**config.mk**
```make
export PLATFORM = sky130hd
export DESIGN_NAME = counter_bus_master
export DESIGN_NICKNAME = d
export VERILOG_FILES = /design/src/rtl/counter_bus_master.sv
export SDC_FILE = /design/constraint.sdc
export NUM_CORES = 1
export LEC_CHECK = 0
export ABC_AREA = 1
export CORE_UTILIZATION = 44
export DETAILED_ROUTE_END_ITERATION = 16
export GPL_TIMING_DRIVEN = 0
export PLACE_DENSITY = 0.83
export SYNTH_ARGS = -nofsm -noshare
export SYNTH_HDL_FRONTEND = slang
export SYNTH_SLANG_ARGS = --single-unit
```
**constraint.sdc**
```tcl
create_clock -name in_clk -period 2.6 [get_ports in_clk]
set_input_delay 0.78 -clock in_clk [delete_from_list [all_inputs] [get_ports in_clk]]
set_output_delay 0.78 -clock in_clk [all_outputs]
set_load 0.005 [all_outputs]
```
**src/rtl/counter_bus_master.sv**
```systemverilog
// counter_bus_master: sequences load and read-back transactions on the shared 8-bit counter bus.
// Optional statistics outputs (out_load_count/out_read_count) are enabled by defining COUNTER_BUS_MASTER_STATS_EN.
module counter_bus_master #(
    parameter int LOAD_HOLD = 2,
    parameter int READ_WAIT = 2
) (
    input  logic       in_clk,
    input  logic       in_rst_n,
    input  logic       in_req_valid,
    input  logic       in_req_op,
    input  logic [7:0] in_req_data,
    output logic       out_req_ready,
    output logic       out_rsp_valid,
    output logic       out_rsp_is_read,
    output logic [7:0] out_rsp_data,
    output logic [7:0] out_bus_value,
    output logic [7:0] out_bus_oe,
    input  logic [7:0] in_bus_value,
    output logic       out_load_now,
    output logic       out_write_now,
`ifdef COUNTER_BUS_MASTER_STATS_EN
    output logic [7:0] out_load_count,
    output logic [7:0] out_read_count,
`endif
    output logic [1:0] out_dbg_state
);

    // Handshake: a request transfers on a rising in_clk edge where in_req_valid && out_req_ready;
    // op/data are sampled only on that edge. Responses are a one-cycle out_rsp_valid pulse with no backpressure.

    localparam int LH    = (LOAD_HOLD < 2) ? 2 : LOAD_HOLD;
    localparam int RW    = (READ_WAIT < 2) ? 2 : READ_WAIT;
    localparam int CMAX  = (LH > RW) ? LH : RW;
    localparam int CNT_W = $clog2(CMAX);

    typedef enum logic [1:0] {
        ST_IDLE    = 2'd0,
        ST_LOAD    = 2'd1,
        ST_RD_WAIT = 2'd2,
        ST_TURN    = 2'd3
    } state_t;

    state_t           state, state_d;
    logic [CNT_W-1:0] cnt, cnt_d;
    logic             accept;
    logic             load_done;
    logic             read_done;

    logic       rsp_valid_d;
    logic       rsp_is_read_d;
    logic [7:0] rsp_data_d;
    logic [7:0] bus_value_d;
    logic [7:0] bus_oe_d;
    logic       load_now_d;
    logic       write_now_d;
`ifdef COUNTER_BUS_MASTER_STATS_EN
    logic [7:0] load_count_d;
    logic [7:0] read_count_d;
`endif

    // Ready is forced low while reset is asserted so every output reads 0 during reset.
    assign out_req_ready = in_rst_n && (state == ST_IDLE);
    assign out_dbg_state = state;
    assign accept        = in_req_valid && out_req_ready;
    assign load_done     = (cnt == CNT_W'(LH - 1));
    assign read_done     = (cnt == CNT_W'(RW - 1));

    // State register and registered outputs
    always_ff @(posedge in_clk or negedge in_rst_n) begin
        if (!in_rst_n) begin
            state           <= ST_IDLE;
            cnt             <= '0;
            out_rsp_valid   <= 1'b0;
            out_rsp_is_read <= 1'b0;
            out_rsp_data    <= 8'h00;
            out_bus_value   <= 8'h00;
            out_bus_oe      <= 8'h00;
            out_load_now    <= 1'b0;
            out_write_now   <= 1'b0;
`ifdef COUNTER_BUS_MASTER_STATS_EN
            out_load_count  <= 8'h00;
            out_read_count  <= 8'h00;
`endif
        end else begin
            state           <= state_d;
            cnt             <= cnt_d;
            out_rsp_valid   <= rsp_valid_d;
            out_rsp_is_read <= rsp_is_read_d;
            out_rsp_data    <= rsp_data_d;
            out_bus_value   <= bus_value_d;
            out_bus_oe      <= bus_oe_d;
            out_load_now    <= load_now_d;
            out_write_now   <= write_now_d;
`ifdef COUNTER_BUS_MASTER_STATS_EN
            out_load_count  <= load_count_d;
            out_read_count  <= read_count_d;
`endif
        end
    end

    // Next state; one counter times both the load hold and the read wait
    always_comb begin
        state_d = state;
        cnt_d   = cnt;
        case (state)
            ST_IDLE: begin
                cnt_d = '0;
                if (accept) begin
                    state_d = in_req_op ? ST_RD_WAIT : ST_LOAD;
                end
            end
            ST_LOAD: begin
                if (load_done) begin
                    state_d = ST_IDLE;
                    cnt_d   = '0;
                end else begin
                    cnt_d = cnt + CNT_W'(1);
                end
            end
            ST_RD_WAIT: begin
                if (read_done) begin
                    state_d = ST_TURN;
                    cnt_d   = '0;
                end else begin
                    cnt_d = cnt + CNT_W'(1);
                end
            end
            ST_TURN: begin
                state_d = ST_IDLE;
                cnt_d   = '0;
            end
            default: begin
                state_d = ST_IDLE;
                cnt_d   = '0;
            end
        endcase
    end

    // Next values of the registered outputs
    always_comb begin
        rsp_valid_d   = 1'b0;
        rsp_is_read_d = out_rsp_is_read;
        rsp_data_d    = out_rsp_data;
        bus_value_d   = out_bus_value;
        bus_oe_d      = out_bus_oe;
        load_now_d    = out_load_now;
        write_now_d   = out_write_now;
`ifdef COUNTER_BUS_MASTER_STATS_EN
        load_count_d  = out_load_count;
        read_count_d  = out_read_count;
`endif
        case (state)
            ST_IDLE: begin
                if (accept) begin
                    if (in_req_op) begin
                        write_now_d = 1'b1;
                    end else begin
                        bus_value_d = in_req_data;
                        bus_oe_d    = 8'hFF;
                        load_now_d  = 1'b1;
                    end
                end
            end
            ST_LOAD: begin
                if (load_done) begin
                    load_now_d    = 1'b0;
                    bus_oe_d      = 8'h00;
                    rsp_valid_d   = 1'b1;
                    rsp_is_read_d = 1'b0;
                    rsp_data_d    = out_bus_value;
`ifdef COUNTER_BUS_MASTER_STATS_EN
                    load_count_d  = out_load_count + 8'd1;
`endif
                end
            end
            ST_RD_WAIT: begin
                // The counter is driving by now; the master's enables stay off
                if (read_done) begin
                    rsp_data_d    = in_bus_value;
                    rsp_valid_d   = 1'b1;
                    rsp_is_read_d = 1'b1;
                    write_now_d   = 1'b0;
`ifdef COUNTER_BUS_MASTER_STATS_EN
                    read_count_d  = out_read_count + 8'd1;
`endif
                end
            end
            default: begin
                bus_oe_d = out_bus_oe;
            end
        endcase
    end

endmodule
```
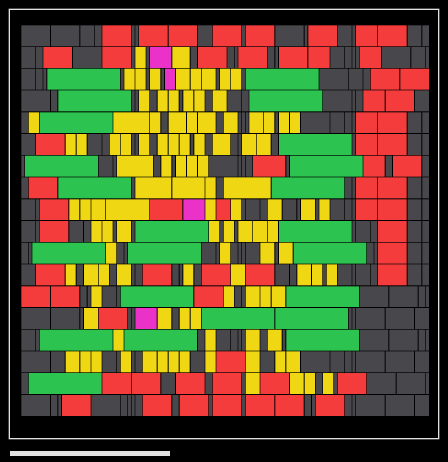
Figure 1: placed cells, one colour a class.
The bar under the picture is 20 um long. Fill, decap, tap and diode cells in grey.
legend:
  yellow:
    class: combinational and other logic
    cells: 107
    share_of_their_area: 30%
  green:
    class: sequential cells
    cells: 23
    share_of_their_area: 34%
  magenta:
    class: clock drivers and dummy loads
    cells: 4
    share_of_their_area: 1.6%
  red:
    class: remaining buffers and delay cells
    cells: 61
    share_of_their_area: 35%

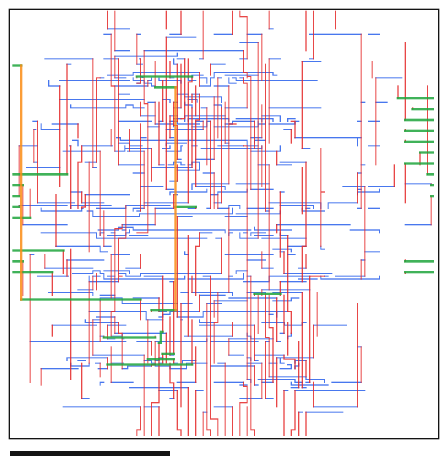
Figure 2: metal layers overlaid.
The bar under the picture is 20 um long.
legend:
  blue:
    layer: metal 1
    wire_length: 1100 um
  orange:
    layer: metal 4
    wire_length: 57.1 um
  green:
    layer: metal 3
    wire_length: 111 um
  red:
    layer: metal 2
    wire_length: 1320 um
Detailed Route WL: 2.59 mm
Tot GR Track Use: 21.9%
via count: 1052

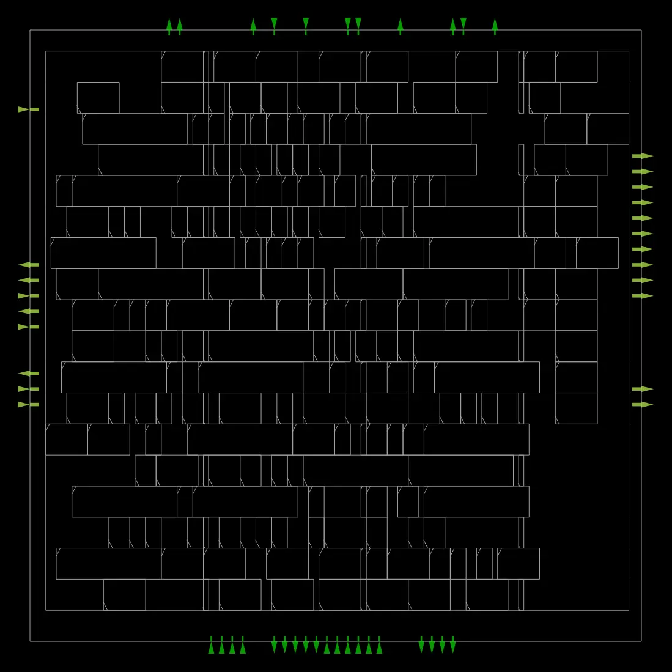
Figure 3: cell outlines without signal wires.
non-filler cells, final: 225
FILL cells: 205
core box area: 2500 um2
final design utilization: 69.3%
# rows: 18

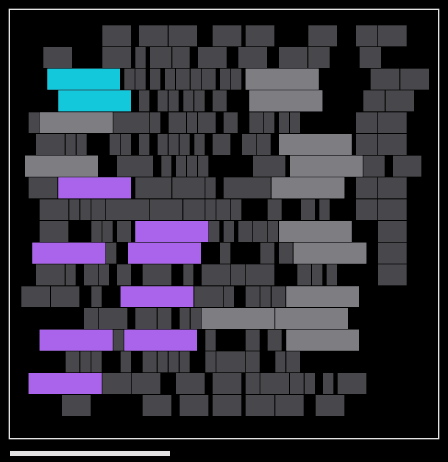
Figure 4: sequential cells grouped by signal name.
The bar under the picture is 20 um long. Other sequential cells in the stronger grey, the rest of the logic in the fainter grey.
legend:
  purple:
    netlist_name: out_bus_value
    sequential_cells: 8
  cyan:
    netlist_name: out_dbg_state
    sequential_cells: 2
not coloured: 13
Flop area: 576 um2
flop share of the area: 33.2%
sequential group power: 638 uW

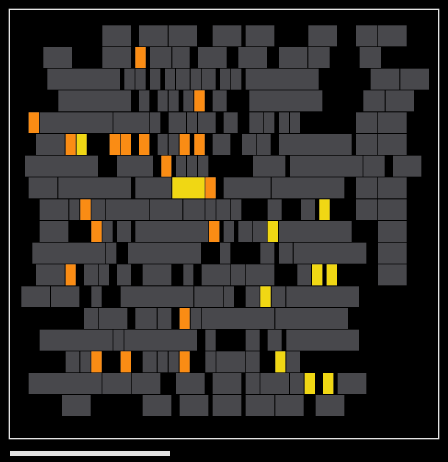
Figure 5: logic cells by family.
The bar under the picture is 20 um long.
legend:
  yellow:
    family: nor cells
    cells: 10
  orange:
    family: inv cells
    cells: 19

-- logic make-up (layout without fill, tap and decap cells) --
| group | count (synthesis) | in the layout | share of synthesized area (%) |
|---|---|---|---|
| adder cells (fa/ha/maj) | 4 | 4 | 4.28 |
| AND-OR/OR-AND | 28 | 28 | 13.0 |
| flip-flops | 23 | 23 | 49.3 |
| AND/OR/NAND/NOR | 56 | 56 | 19.9 |
| buffers and inverters | 30 | 84 | 13.6 |
-- registers in the layout (all words and copies together), names as in the netlist --
register and count:
cnt 1, out_bus_oe 1, out_bus_value 8, out_dbg_state 2
out_rsp_data 8, out_rsp_is_read 1, out_rsp_valid 1, out_write_now 1
-- cell type report --
class | count | area (um2)
Fill cell | 205 | 767
Sequential cell | 23 | 576
Timing Repair Buffer | 50 | 498
Multi-Input combinational cell | 88 | 437
Buffer | 11 | 87.6
Inverter | 19 | 71.3
Tap cell | 30 | 37.5
Clock buffer | 4 | 26.3
-- metal layers --
metal	GRT usage (%)	wire length [um]
met5	0	0
met4	11.8	57
met3	3.39	111
met2	35.0	1320
met1	28.3	1100
-- report_power, final --
part	switching [mW]	total, mW	internal [mW]
clock network	0.107	0.167	0.0601
registers	0.110	0.638	0.528
logic	0.503	1.18	0.681
-- path summary, 6_finish.rpt --
path | from | endpoint | cells after the start
max in group asynchronous | in_rst_n | out_rsp_data[1] | 1
setup reg to reg | out_dbg_state[1] | out_bus_value[5] | 7
min in group in_clk | cnt | cnt | 1
hold reg to reg | cnt | cnt | 1
setup / recovery | out_dbg_state[1] | out_req_ready | 5
hold / removal | in_rst_n | out_rsp_is_read | 1
-- worst max-delay path, stage by stage, from the launching register on --
cell,delay (ns)
dfrtp_1,0.44
inv_1,0.12
ha_2,0.25
nand2_1,0.07
inv_1,0.06
clkdlybuf4s50_1,0.48
-- repair_timing --
item	4_1_cts	5_1_grt
gates resized	6	1
endpoints found under the setup margin	12	1
hold endpoints to repair	0	0
setup buffers	0	0
-- metrics by stage --
step / TNS, ns / hold WS [ns] / setup slack [ns]
3_3_place_gp: -5.02 / 0.436 / -0.839
4_1_cts: 0 / 0.340 / 0.0596
2_1_floorplan: 0 / 0.421 / 0.954
6_report: 0 / 0.331 / 0.0863
5_1_grt: 0 / 0.337 / 0.0126
3_5_place_dp: -5.14 / 0.449 / -0.841
-- synthesized netlist by cell type --
master	number
ha_1	4
o21ai_1	1
nor2_1	9
nand2_1	38
and2_1	1
buf_6	2
a21oi_1	8
clkbuf_2	1
inv_1	18
nand4_1	3
dfrtp_1	23
o21ai_0	18
inv_2	1
a21oi_4	1
nor2_4	1
buf_4	8
nand3_1	4
==> results_slide.txt <==
Synthesis and Place & Route Summary

Finish
  • # diodes: 0
  • Synthesis-to-finish area growth: 48.3%
  • Cell area after layout: about 1700 um2
  • Top cells excl fill/tap: 49 x clkdlybuf4s50_1, 38 x nand2_1, 23 x dfrtp_1, 18 x inv_1, 18 x o21ai_0
  • Share of layout cells above drive strength 1: ~9.7%
  • Nets: 220

Clocking
  • Root buf cell: clkbuf_4
  • CTS sink count: 23
  • # H-tree levels: 1
  • Clock latency on the worst-skew pair: roughly 0.31 ns
  • Num CTS Buffers: 3
  • Clock-pin transition on the worst setup and hold timing paths: about 0.12 ns
  • Clock Tree Buf Depth: 2

Logic synthesis
  • Syn avg cell area: roughly 8.3 um2
  • Top cells by area, synth: dfrtp_1 49%, nand2_1 12%, o21ai_0 7.7%
  • Yosys Instances: 141
  • Synthesis area per yosys: 1170 um2
  • Mapped cell area: 1170 um2
  • Dominant cell type by area after synthesis: dfrtp_1
  • Seq cells post-synth: 23
  • Synth cell types: 17
  • Top cell area share: roughly half

Global route
  • Global-route wire length before repair: ~4.4 mm

Final timing
  • RSZ-0062 raised after global routing: false
  • Max-slew headroom: roughly four fifths
  • Final min period: 2.51 ns
  • Clock skew: about 0.0028 ns
  • Hold Fails Final Rpt: 0
  • Slew @ Worst Pin: 0.295 ns
  • Final setup violation count: 0
  • Fmax: between 300 and 400 MHz
  • Final Cycle Share: between 90% and 100%

Routing
  • Routed WL per cell: 11.5 um
  • Drt drc: 0
  • Vias per cell: 4.68
  • Routed Antenna Nets: 0

Placement
  • Detailed Place HPWL: 2.05 mm
  • Cell Area, Placed: ~1700 um2
  • Routability cong.: around 0.81

Floorplan
  • Die area: 2870 um2
  • Io pins: around 51
  • Die Y: about 54 um
  • Die W: 53.5 um

Setup path
  • R2r setup slk: around 1.1 ns
  • CP endpoint kind: primary output
  • Critical Path RT: 1.82 ns
  • CP Launch Type: flop

Run
  • Max-cap violations: 0

Pwr
  • Cell Pwr Density: 1150 nW/um2

Outcome
  • Status: complete, no violations
Power and IR drop assume default switching activity.
